### src/rtl/exit_parking_lot_if.sv
// Exit slot-number / slot-location bundle between the exit sensor side and the decoder.
interface exit_parking_lot_if #(
  parameter int unsigned NUM_SLOTS = 8,
  parameter int unsigned NUM_W     = 3
);
  logic [NUM_W-1:0]     park_number;
  logic [NUM_SLOTS-1:0] park_location;
  logic                 location_valid;
  logic                 location_changed;

  modport master (
    output park_number,
    input  park_location,
    input  location_valid,
    input  location_changed
  );

  modport slave (
    input  park_number,
    output park_location,
    output location_valid,
    output location_changed
  );
endinterface

### src/rtl/exit_parking_lot.sv
// Registers a one-hot location for the slot a car is leaving, plus a valid flag and a
// one-cycle strobe whenever a new exit number is seen.
module exit_parking_lot #(
  parameter int unsigned NUM_SLOTS = 8,
  parameter int unsigned NUM_W     = 3
) (
  input  logic                clk,
  input  logic                rst_n,
  exit_parking_lot_if.slave   bus
);

  logic [NUM_SLOTS-1:0] location_d, location_q;
  logic [NUM_W-1:0]     prev_num_d, prev_num_q;
  logic                 valid_d, valid_q;
  logic                 changed_d, changed_q;

  always_comb begin
    location_d = '0;
    // Out-of-range numbers match no bit and so decode to all zeros.
    for (int unsigned i = 0; i < NUM_SLOTS; i++) begin
      location_d[i] = (32'(bus.park_number) == i);
    end
    prev_num_d = bus.park_number;
    valid_d    = 1'b1;
    // The first update after reset always strobes, whatever the stale history holds.
    changed_d  = !valid_q || (bus.park_number != prev_num_q);
  end

  always_ff @(posedge clk or negedge rst_n) begin
    if (!rst_n) begin
      location_q <= '0;
      prev_num_q <= '0;
      valid_q    <= 1'b0;
      changed_q  <= 1'b0;
    end else begin
      location_q <= location_d;
      prev_num_q <= prev_num_d;
      valid_q    <= valid_d;
      changed_q  <= changed_d;
    end
  end

  assign bus.park_location    = location_q;
  assign bus.location_valid   = valid_q;
  assign bus.location_changed = changed_q;

endmodule

### src/flat_wrapper.sv
// flat-port wrapper written by rule: the top's interface ports become plain ports
module exit_parking_lot_flat 
#(
  parameter int unsigned NUM_SLOTS = 8,
  parameter int unsigned NUM_W     = 3
)
  (clk, rst_n, bus_park_number, bus_park_location, bus_location_valid, bus_location_changed);
  exit_parking_lot_if #(.NUM_SLOTS(NUM_SLOTS), .NUM_W(NUM_W)) bus_i ();
  input  logic clk;
  input  logic rst_n;
  input wire logic [$bits(bus_i.park_number)-1:0] bus_park_number;
  output wire logic [$bits(bus_i.park_location)-1:0] bus_park_location;
  output wire logic [$bits(bus_i.location_valid)-1:0] bus_location_valid;
  output wire logic [$bits(bus_i.location_changed)-1:0] bus_location_changed;
  assign bus_i.park_number = bus_park_number;
  assign bus_park_location = bus_i.park_location;
  assign bus_location_valid = bus_i.location_valid;
  assign bus_location_changed = bus_i.location_changed;
  exit_parking_lot #(.NUM_SLOTS(NUM_SLOTS), .NUM_W(NUM_W)) u_core (.clk(clk), .rst_n(rst_n), .bus(bus_i));
endmodule
### config.mk
export PLATFORM = sky130hd
export DESIGN_NAME = exit_parking_lot_flat
export DESIGN_NICKNAME = d
export VERILOG_FILES = /design/src/rtl/exit_parking_lot_if.sv /design/src/rtl/exit_parking_lot.sv /design/src/flat_wrapper.sv
export SDC_FILE = /design/constraint.sdc
export NUM_CORES = 1
export LEC_CHECK = 0
export CORE_AREA = 5 5 46 48
export CTS_BUF_LIST = sky130_fd_sc_hd__clkbuf_8 sky130_fd_sc_hd__clkbuf_16
export DETAILED_ROUTE_END_ITERATION = 10
export DIE_AREA = 0 0 51 53
export GPL_TIMING_DRIVEN = 0
export PLACE_DENSITY = 0.51
export SLEW_MARGIN = 25
export SYNTH_ARGS = -nofsm -noshare
export SYNTH_HDL_FRONTEND = slang
export SYNTH_SLANG_ARGS = --single-unit
### constraint.sdc
create_clock -name clk -period 1 [get_ports clk]
set_input_delay 0.25 -clock clk [delete_from_list [all_inputs] [get_ports clk]]
set_output_delay 0.25 -clock clk [all_outputs]
set_load 0.02 [all_outputs]
==> results.yml <==
# physical design summary
run_status:
  status: "finished with violations"
  violations: "negative setup slack"
cells_and_area:
  mi_logic_area_sq_um: 98.8
  final_area_sq_um: 687
  flop_area_sq_um: 325
  final_cell_mix: "13 x buf_6, 13 x dfrtp_1, 3 x xnor2_1, 3 x nor3b_1, 3 x clkbuf_8"
  largest_reg_flops: 8
  final-clk-cell-share_pct: 6.56
  n_all_buffers: 18
  syn_to_final_growth_pct: 50.0
  logic_gate_count: 14
  n_fill_cell: 165
  fin_nets: 55
  drive_gt1_share_pct: 40.8
  clock_buffers: 3
  inverters: 0
  comb_area_share_pct: 14.4
yosys:
  mux_area_share_pct: 0
  synth_area_sq_um: 458
  yosysTopAreaCellShare_pct: 71.0
  top_cells_by_count: "13 x dfrtp_1, 3 x buf_6, 3 x nor3b_1, 3 x xnor2_1, 2 x and3b_2"
  yosys-stat-cells: 30
  synth_area_per_cell_sq_um: 15.3
  syn_nets: 35
  area_leaders: "dfrtp_1 71%, buf_6 7.4%, xnor2_1 5.7%"
  synth-edff-count: 0
  synthFlopType: "dfrtp_1"
  synth_cells: 30
  logic_family: "simple AND/OR/NAND/NOR gates"
  ys_ff: 13
  synth.distinct_cells: 11
  largest_area_cell: "dfrtp_1"
  ys_seq_share_pct: 71.0
  ys_sh_aoi_pct: 0
  adder_share_pct: 0
timing:
  fin_ws_ns: -0.00222
  timing.final.crit_share_pct: 100
  fin_skew_ns: 0.000221
  fin_tns_setup_ns: -0.00222
  rsz0062_at_grt: "yes"
  holdWs_ns: 0.180
  setup_viol: 1
  slew_headroom_pct: 63.3
  fmax_mhz: 998
  worstMarginPinSlew_ns: 0.549
  post-route-min-period_ns: 1.00
global_route:
  grt_max_degree: 14
  grt_pass1_vias: 282
  grt_pass1_wl_mm: 1.21
  grt_antenna_before_repair: 0
  busiest_layer: "met2"
  gr-total-overflow: 0
drt:
  drtIter0Drc: 0
  met3_length_microns: 82
  totalWireLength_microns: 759
  vias: 270
  wire_per_inst_microns: 11.5
  drc: 0
  wl_met2_microns: 380
critical_path:
  r2r-end: "u_core.bus.location_changed"
  path_class: "register to output pin"
  crit_arrival_ns: 0.75
  critPathSlowestCell: "dfrtp_1"
  crit_buf_inv: 1
  r2r_start: "u_core.prev_num_q[2]"
  cp-start-kind: "register"
  crit_required_ns: 0.75
  critPathTopFamily: "flip-flops"
  reg2reg_setup_slack_ns: 0.26
  cp.depth: 1
  cp_max_fo: 2
clock_network:
  path_clk_slew_ns: 0.05
  numCtsBuffers: 3
  cts_resized: 48
  cts_tree: "yes"
  cts_hold_buf: 0
  clk_latency_ns: 0.24
  htree_levels: 1
  cts_buffer_depth: 2
  cts_root_buf: "clkbuf_8"
die:
  pin_count: 15
  die_w_microns: 51
  tap-cell-count: 17
  rows: 15
  coreArea_sq_um: 1670
  fp_util_pct: 27.4
pwr:
  p_total_mw: 1.14
  pwr-share-seq_pct: 49.3
  cellLeakagePower_nw: 0.345
  p_switching_mw: 0.244
  powerComb_mw: 0.135
  pg_seq_mw: 0.559
  ir_worst_vdd_mv: 0.694
  combPwrFrac_pct: 11.9
  power.internal_mw: 0.892
  p_clk_mw: 0.441
  p_clk_share_pct: 38.9
  power_density_nw_per_um2: 1650
place:
  place_congestion: 0.651
  post-place-ws_ns: -0.244
  io_buffers: 14
hold_path:
  hold_end: "u_core.prev_num_q[1]"
  worstHoldStart: "bus_park_number[1]"
  hold_depth: 1
job:
  maxCapViolCount: 0
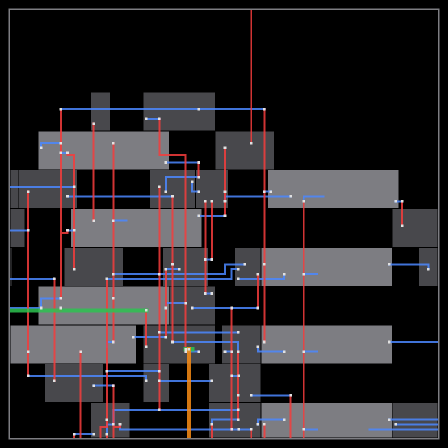
**Above:** close-up of the layout.
Window x 10 to 40, y 22 to 52 microns. Cells in gray, sequential cells in the stronger gray; small squares are vias.
green -> M3
blue -> M1
red -> M2
orange -> M4
most frequent = dfrtp_1 (8), buf_6 (5), xnor2_1 (3)
cells with their middle in the window = 27
sequential cells in the window = 8
netlist names of flops here include = u_core.bus.park_location (3), u_core.prev_num_q (3)

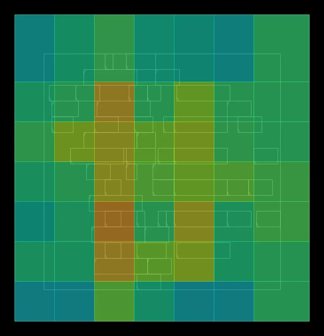
**Above:** routing congestion map.
met1 Usage GRT: 5.58%
M3 GR Usage: 3.38%
gr usage total: 6.57%
fin util: 41.1%
routing usage on met2: 10.7%

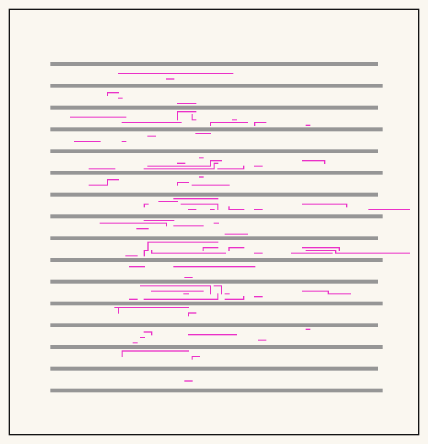
**Above:** metal 1.
(8 px per micron) Supply wires on this layer in gray.
main direction = horizontal
longest straight run = 14.3 microns
nets with wire on the layer = 39
wire length on this layer = 280 microns

No activity file was given, so power comes from the tool's default toggle rates.
